===== src/rtl/robot_step_scheduler_if.sv =====
// Step handshake between the scheduler (master) and the robot world (slave).
interface robot_step_scheduler_if;
    logic       step_req;
    logic       step_ack;
    logic [1:0] step_src;

    modport master (
        output step_req,
        output step_src,
        input  step_ack
    );

    modport slave (
        input  step_req,
        input  step_src,
        output step_ack
    );
endinterface


===== src/rtl/robot_step_scheduler.sv =====
// Robot step scheduler: merges the debounced manual step key with a frame-based
// auto-step timer and hands at most one step per frame to the world, only while
// the display is in vertical blanking.
module robot_step_scheduler #(
    parameter int unsigned DEBOUNCE_CYCLES = 500000,
    parameter int unsigned AUTO_FRAMES     = 30,
    parameter int unsigned FRAME_CNT_W     = 6
) (
    input  logic                          clock,
    input  logic                          reset,
    input  logic                          step_key_n_i,
    input  logic                          auto_enable_i,
    input  logic                          vblank_i,
    input  logic                          vblank_start_i,
    robot_step_scheduler_if.master        step_if,
    output logic                          pending_o,
    output logic                          tear_flag_o,
    output logic [7:0]                    merged_cnt_o
);

    localparam int unsigned DB_W = $clog2(DEBOUNCE_CYCLES + 1);
    localparam logic [DB_W-1:0]        DB_LAST   = DB_W'(DEBOUNCE_CYCLES - 1);
    localparam logic [FRAME_CNT_W-1:0] AUTO_LAST = FRAME_CNT_W'(AUTO_FRAMES - 1);

    typedef enum logic [1:0] {
        S_IDLE,
        S_STEP,
        S_COOLDOWN
    } state_e;

    logic                   sync1_q, sync2_q;
    logic                   deb_q;
    logic [DB_W-1:0]        db_cnt_q;
    logic                   press_q;
    logic [FRAME_CNT_W-1:0] frame_cnt_q;
    logic                   auto_tick;

    state_e                 state_q, state_d;
    logic                   step_req_q, step_req_d;
    logic [1:0]             step_src_q, step_src_d;
    logic                   tear_q, tear_d;
    logic                   pend_man_q, pend_man_d;
    logic                   pend_auto_q, pend_auto_d;
    logic [7:0]             merged_q, merged_d;
    logic [1:0]             merge_inc;
    logic [8:0]             merged_sum;

    // Key synchronizer and debouncer; press_q pulses for one cycle on a debounced 1->0
    always_ff @(posedge clock or negedge reset) begin
        if (!reset) begin
            sync1_q  <= 1'b1;
            sync2_q  <= 1'b1;
            deb_q    <= 1'b1;
            db_cnt_q <= '0;
            press_q  <= 1'b0;
        end else begin
            sync1_q <= step_key_n_i;
            sync2_q <= sync1_q;
            press_q <= 1'b0;
            if (sync2_q != deb_q) begin
                if (db_cnt_q == DB_LAST) begin
                    deb_q    <= sync2_q;
                    db_cnt_q <= '0;
                    press_q  <= ~sync2_q;
                end else begin
                    db_cnt_q <= db_cnt_q + 1'b1;
                end
            end else begin
                db_cnt_q <= '0;
            end
        end
    end

    assign auto_tick = auto_enable_i && vblank_start_i && (frame_cnt_q == AUTO_LAST);

    // Auto-step frame counter, held at zero while auto stepping is off
    always_ff @(posedge clock or negedge reset) begin
        if (!reset) begin
            frame_cnt_q <= '0;
        end else if (!auto_enable_i) begin
            frame_cnt_q <= '0;
        end else if (vblank_start_i) begin
            frame_cnt_q <= auto_tick ? '0 : frame_cnt_q + 1'b1;
        end
    end

    // Pending flags, merge counter and grant FSM next-state logic
    always_comb begin
        state_d     = state_q;
        step_req_d  = step_req_q;
        step_src_d  = step_src_q;
        tear_d      = tear_q;
        pend_man_d  = pend_man_q;
        pend_auto_d = pend_auto_q;

        // An event landing on an already-set flag (even one being granted now)
        // carries over to the next frame and counts as merged.
        merge_inc  = {1'b0, press_q & pend_man_q} + {1'b0, auto_tick & pend_auto_q};
        merged_sum = {1'b0, merged_q} + {7'd0, merge_inc};
        merged_d   = merged_sum[8] ? 8'hFF : merged_sum[7:0];

        unique case (state_q)
            S_IDLE: begin
                if ((pend_man_q || pend_auto_q) && vblank_i) begin
                    state_d     = S_STEP;
                    step_req_d  = 1'b1;
                    step_src_d  = {pend_auto_q, pend_man_q};
                    pend_man_d  = 1'b0;
                    pend_auto_d = 1'b0;
                end
            end
            S_STEP: begin
                if (!vblank_i) begin
                    tear_d = 1'b1;
                end
                if (step_if.step_ack) begin
                    state_d    = S_COOLDOWN;
                    step_req_d = 1'b0;
                end
            end
            S_COOLDOWN: begin
                if (!vblank_i) begin
                    state_d = S_IDLE;
                end
            end
            default: state_d = S_IDLE;
        endcase

        if (press_q) begin
            pend_man_d = 1'b1;
        end
        if (auto_tick) begin
            pend_auto_d = 1'b1;
        end
    end

    // Grant FSM and status registers
    always_ff @(posedge clock or negedge reset) begin
        if (!reset) begin
            state_q     <= S_IDLE;
            step_req_q  <= 1'b0;
            step_src_q  <= '0;
            tear_q      <= 1'b0;
            pend_man_q  <= 1'b0;
            pend_auto_q <= 1'b0;
            merged_q    <= '0;
        end else begin
            state_q     <= state_d;
            step_req_q  <= step_req_d;
            step_src_q  <= step_src_d;
            tear_q      <= tear_d;
            pend_man_q  <= pend_man_d;
            pend_auto_q <= pend_auto_d;
            merged_q    <= merged_d;
        end
    end

    assign step_if.step_req = step_req_q;
    assign step_if.step_src = step_src_q;
    assign pending_o        = pend_man_q | pend_auto_q;
    assign tear_flag_o      = tear_q;
    assign merged_cnt_o     = merged_q;

endmodule


===== src/flat_wrapper.sv =====
// flat-port wrapper written by rule: the top's interface ports become plain ports
module robot_step_scheduler_flat 
#(
    parameter int unsigned DEBOUNCE_CYCLES = 500000,
    parameter int unsigned AUTO_FRAMES     = 30,
    parameter int unsigned FRAME_CNT_W     = 6
)
  (clock, reset, step_key_n_i, auto_enable_i, vblank_i, vblank_start_i, pending_o, tear_flag_o, merged_cnt_o, step_if_step_req, step_if_step_src, step_if_step_ack);
  robot_step_scheduler_if step_if_i ();
  input  logic clock;
  input  logic reset;
  input  logic step_key_n_i;
  input  logic auto_enable_i;
  input  logic vblank_i;
  input  logic vblank_start_i;
  output logic pending_o;
  output logic tear_flag_o;
  output logic [7:0] merged_cnt_o;
  output wire logic [$bits(step_if_i.step_req)-1:0] step_if_step_req;
  output wire logic [$bits(step_if_i.step_src)-1:0] step_if_step_src;
  input wire logic [$bits(step_if_i.step_ack)-1:0] step_if_step_ack;
  assign step_if_step_req = step_if_i.step_req;
  assign step_if_step_src = step_if_i.step_src;
  assign step_if_i.step_ack = step_if_step_ack;
  robot_step_scheduler #(.DEBOUNCE_CYCLES(DEBOUNCE_CYCLES), .AUTO_FRAMES(AUTO_FRAMES), .FRAME_CNT_W(FRAME_CNT_W)) u_core (.clock(clock), .reset(reset), .step_key_n_i(step_key_n_i), .auto_enable_i(auto_enable_i), .vblank_i(vblank_i), .vblank_start_i(vblank_start_i), .step_if(step_if_i), .pending_o(pending_o), .tear_flag_o(tear_flag_o), .merged_cnt_o(merged_cnt_o));
endmodule

===== config.mk =====
export PLATFORM = sky130hd
export DESIGN_NAME = robot_step_scheduler_flat
export DESIGN_NICKNAME = d
export VERILOG_FILES = /design/src/rtl/robot_step_scheduler_if.sv /design/src/rtl/robot_step_scheduler.sv /design/src/flat_wrapper.sv
export SDC_FILE = /design/constraint.sdc
export NUM_CORES = 1
export LEC_CHECK = 0
export CORE_MARGIN = 1
export CORE_UTILIZATION = 60
export DETAILED_ROUTE_END_ITERATION = 8
export PLACE_DENSITY = 0.86
export RECOVER_POWER = 50
export SLEW_MARGIN = 20
export SYNTH_ARGS = -nofsm -noshare
export SYNTH_HDL_FRONTEND = slang
export SYNTH_SLANG_ARGS = --single-unit

===== constraint.sdc =====
create_clock -name clock -period 4.8 [get_ports clock]
set_clock_uncertainty 0.05 [all_clocks]
set_input_delay 0.72 -clock clock [delete_from_list [all_inputs] [get_ports clock]]
set_output_delay 0.72 -clock clock [all_outputs]
set_load 0.05 [all_outputs]

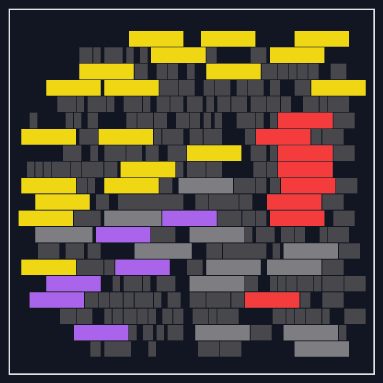
Fig. 1. Register map, names as in the netlist (run 1).
Scale: 6 px per um. Other sequential cells in the stronger grey, the rest of the logic in the fainter grey.
`u_core.db_cnt_q`: in yellow, sequential cells 19. `u_core.frame_cnt_q`: in purple, sequential cells 6. `u_core.merged_cnt_o`: in red, sequential cells 8, where east.
Another 12 sequential cells are not coloured.

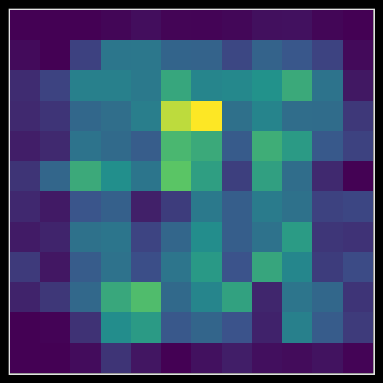
Fig. 2. Wiring heat map (run 1).
Scale: 6 px per um. The die is cut into 12 by 12 equal tiles; dark purple is low, yellow is high, scaled to the fullest tile. Values are wire area over tile area, all layers added.
The fullest tile reaches 0.60. 12% of the tiles are nearly empty. 14% of the tiles are over half the peak. The mean over all tiles is 0.17.

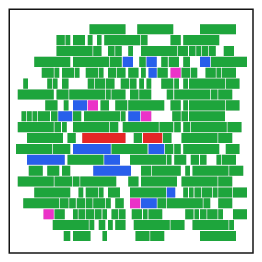
Fig. 3. Drive-strength map (run 1).
Scale: 4 px per um.
drive 2: in blue, cells 14. drive 1 or less: in green, cells 200. drive 6 and up: in red, cells 2. drive 3 to 4: in magenta, cells 5.
cell area after layout: 0.002374 sq mm
Plain + repair buffers: 19

==> metrics.yaml, run 1 <==
outcome: "complete, but fails checks"
violations: "capacitance limit, slew limit"
crit_chain: "or2_2 > clkdlybuf4s50_1"
ctsHoldBuffers: 0
cts.sinks: 45
path_clk_slew_ns: 0.12
num-multi-input-gates: 144
simple_gate_area_frac: 0.2298
grt_max_degree: 46
ys_seq_elements: 45
adder_share: 0.02796
yosys.stat.chipArea_sq_mm: 0.002058
critPathTopFamily: "buffers and inverters"
top_logic_kind: "simple AND/OR/NAND/NOR gates"
startpoint_type: "register"
use_met2: 0.3815
n_antenna_cell: 0
die_y_um: 60.57
grt_busiest_layer: "met2"
inv_count: 5
pg_seq_mw: 0.390
drtIter0Drc: 108
antenna_found_initial: 0
crit_required_ns: 4.03
synth_top_flop_cell: "dfrtp_1"
via_per_inst: 5.925
fp-row-count: 20
power.total_mw: 0.6561
synth_stat.cells: 197
cap_violations: 1
cts_setup_buffers: 0
largestPowerGroup: "sequential cells"
drive_above_1_share: 0.09502
ff_count: 45
use_met3: 0.06610
largest-register: "u_core.db_cnt_q"
warning_count: 27
largest_reg_flops: 19
p_sw_frac: 0.2101
fin_ws_ns: 2.224
min_from: "u_core.sync1_q$_DFF_PN1_"
tap_cells: 44
fp_util: 0.6528
post_cts_resized: 0
min_to: "u_core.sync2_q$_DFF_PN1_"
fin_crit_ns: 2.577
vdd_drop_max_v: 0.0002096
p_per_area_mw_per_mm2: 276.4
grt_overflow: 0
cts-htree-levels: 2
worst_pin_slew_ns: 2.273
whs_ns: 0.3150
wl_met1_um: 1693
slew_violations: 46
ys_sh_mux: 0.01641
buf_share: 0.07749
reg2reg_to: "u_core.merged_cnt_o[1]$_DFF_PN0_"
cts.path.max_buffers: 2
post_dp_cell_area_sq_mm: 0.002286
relSlewSlack: -0.5154
dp.cells: 257
critical_path.max_fanout: 4
largest_area_cell: "dfrtp_1"
critPathKind: "reg2out"
==> inputs of run 2 (changes only) <==
--- a/config.mk
+++ b/config.mk
@@ -6,9 +6,9 @@
 export NUM_CORES = 1
 export LEC_CHECK = 0
 export CORE_MARGIN = 1
-export CORE_UTILIZATION = 60
+export CORE_UTILIZATION = 56
 export DETAILED_ROUTE_END_ITERATION = 8
-export PLACE_DENSITY = 0.86
+export PLACE_DENSITY = 0.81
 export RECOVER_POWER = 50
 export SLEW_MARGIN = 20
 export SYNTH_ARGS = -nofsm -noshare
==> constraint.sdc (replaced) <==
create_clock -name clock -period 2.7 [get_ports clock]
set_clock_uncertainty 0.05 [all_clocks]
set_input_delay 0.405 -clock clock [delete_from_list [all_inputs] [get_ports clock]]
set_output_delay 0.405 -clock clock [all_outputs]
set_load 0.05 [all_outputs]
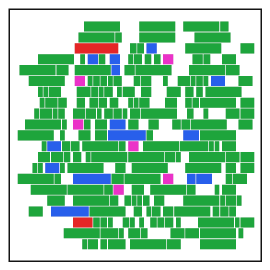
Fig. 4. Drive-strength map (run 2).
Scale: 4 px per um.
drive 3 to 4: in magenta, cells 6. drive 6 and up: in red, cells 2. drive 1 or less: in green, cells 200. drive 2: in blue, cells 14.
cell area after layout: 0.002385 sq mm
PnR worst setup slack: 0.2623 ns

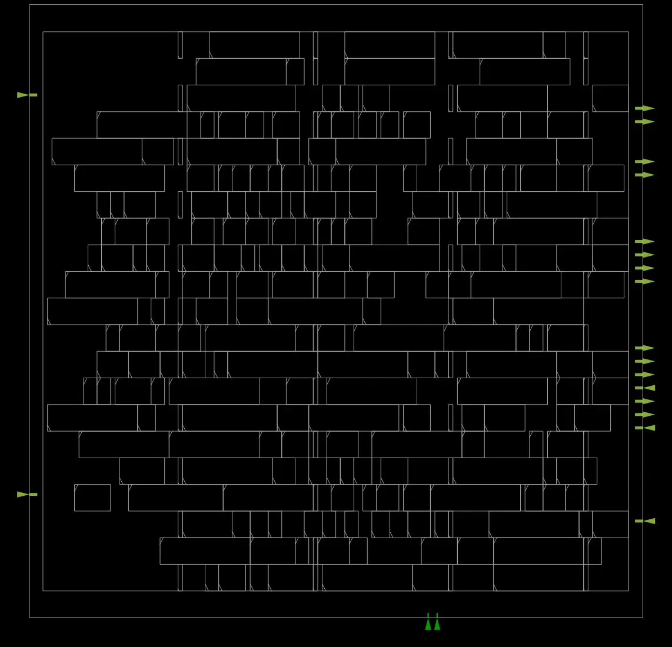
Fig. 5. Cell placement (run 2).
utilization after layout: 0.6982
Flops: 45
num rows: 21
Placeable Area: 0.003416 sq mm

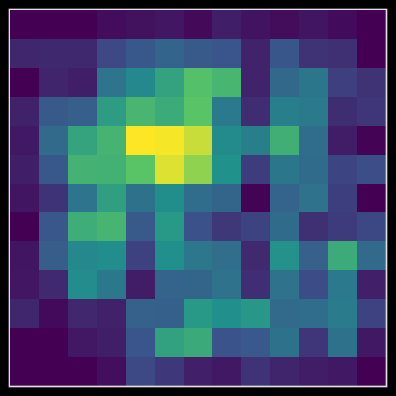
Fig. 6. Wiring heat map (run 2).
Scale: 6 px per um. The die is cut into 13 by 13 equal tiles; dark purple is low, yellow is high, scaled to the fullest tile. Values are wire area over tile area, all layers added.
The mean over all tiles is 0.15. 17% of the tiles are over half the peak. 9.5% of the tiles are nearly empty.

==> run 2 against run 1 <==
The run still ends with capacitance limit, slew limit left. Routed wire length is 4.0% lower. Cell area is 0.47% higher. Sequential share of layout area is 0.22 points lower. Critical path depth is 8 higher. Flip-flop count stayed put. Critical path type is now reg2reg. Critical endpoint is now u_core.merged_cnt_o[3]$_DFF_PN0_. Highest routed layer unchanged.
==> metrics.yaml, run 2 <==
fp_util: 0.6026  # -0.05021
signal_buffers: 20  # +1
critPathKind: "reg2reg"
grt_busiest_layer: "met2"
use_met3: 0.05292  # -0.01318
startpoint_type: "register"
whs_ns: 0.3171  # +0.002068 ns
top_logic_kind: "simple AND/OR/NAND/NOR gates"
clock_net_power_mw: 0.420
min_to: "u_core.sync2_q$_DFF_PN1_"
critPathTopFamily: "simple AND/OR/NAND/NOR gates"
outcome: "complete, but fails checks"
drtIter0Drc: 58  # -46%
ys_seq_elements: 45  # unchanged
largest-register: "u_core.db_cnt_q"
path_clk_slew_ns: 0.12  # about the same
tap_cells: 46  # +4.5%
fin_crit_ns: 2.438
numPortBuffers: 19
path_depth: 10
grt_max_degree: 46  # unchanged
dp.cells: 260  # +1.2%
power.internal_mw: 0.9223
ctsHoldBuffers: 0  # unchanged
largest_area_cell: "dfrtp_1"
violations: "capacitance limit, slew limit"
num-multi-input-gates: 144  # unchanged
crit_path_start: "u_core.frame_cnt_q[1]$_DFFE_PN0P_"
p_per_area_mw_per_mm2: 487.9  # +77%
cts-htree-levels: 2  # unchanged
largest_reg_flops: 19  # unchanged
reg2reg_to: "u_core.merged_cnt_o[3]$_DFF_PN0_"
cts_setup_buffers: 0  # unchanged
ys_sh_mux: 0.01641  # unchanged
largestPowerGroup: "sequential cells"
wl_met1_um: 1594  # -5.8%
post_cts_resized: 0  # unchanged
critical_path.max_fanout: 6  # +2
crit_required_ns: 2.92  # -1.11 ns
compound_area_frac: 0.1021
warning_count: 27  # unchanged
slew_violations: 46  # unchanged
via_per_inst: 5.765  # -2.7%
crit_chain: "inv_1 > ha_1 > nand4_1 > nor2_1 > nand4_1 > fa_1 > and4b_1 > and3_1 > nand3_2 > o21ai_0"
cts.sinks: 45  # unchanged
use_met2: 0.3546  # -0.02686
relSlewSlack: -0.5032  # +0.01223
n_antenna_cell: 0  # unchanged
grt_overflow: 0  # unchanged
pg_seq_mw: 0.693  # +78%
antenna_found_initial: 0  # unchanged
power.total_mw: 1.164  # +77%
inv_count: 5  # unchanged
adder_share: 0.02796  # unchanged
die_y_um: 62.63  # +3.4%
synth_top_flop_cell: "dfrtp_1"
yosys.stat.chipArea_sq_mm: 0.002058  # unchanged
ys_warn_count: 0
vdd_drop_max_v: 0.0002910  # +39%
ant_nets: 0
p_sw_frac: 0.2073  # -0.002757
simple_gate_area_frac: 0.2298  # unchanged
rr_startpoint: "u_core.frame_cnt_q[1]$_DFFE_PN0P_"
area_growth_pct: 15.87
worst_pin_slew_ns: 2.255  # -0.01835 ns
cap_violations: 1  # unchanged
highest-signal-layer: "met4"
post_dp_cell_area_sq_mm: 0.002296  # +0.44%
min_from: "u_core.sync1_q$_DFF_PN1_"
drive_above_1_share: 0.09910  # +0.004076
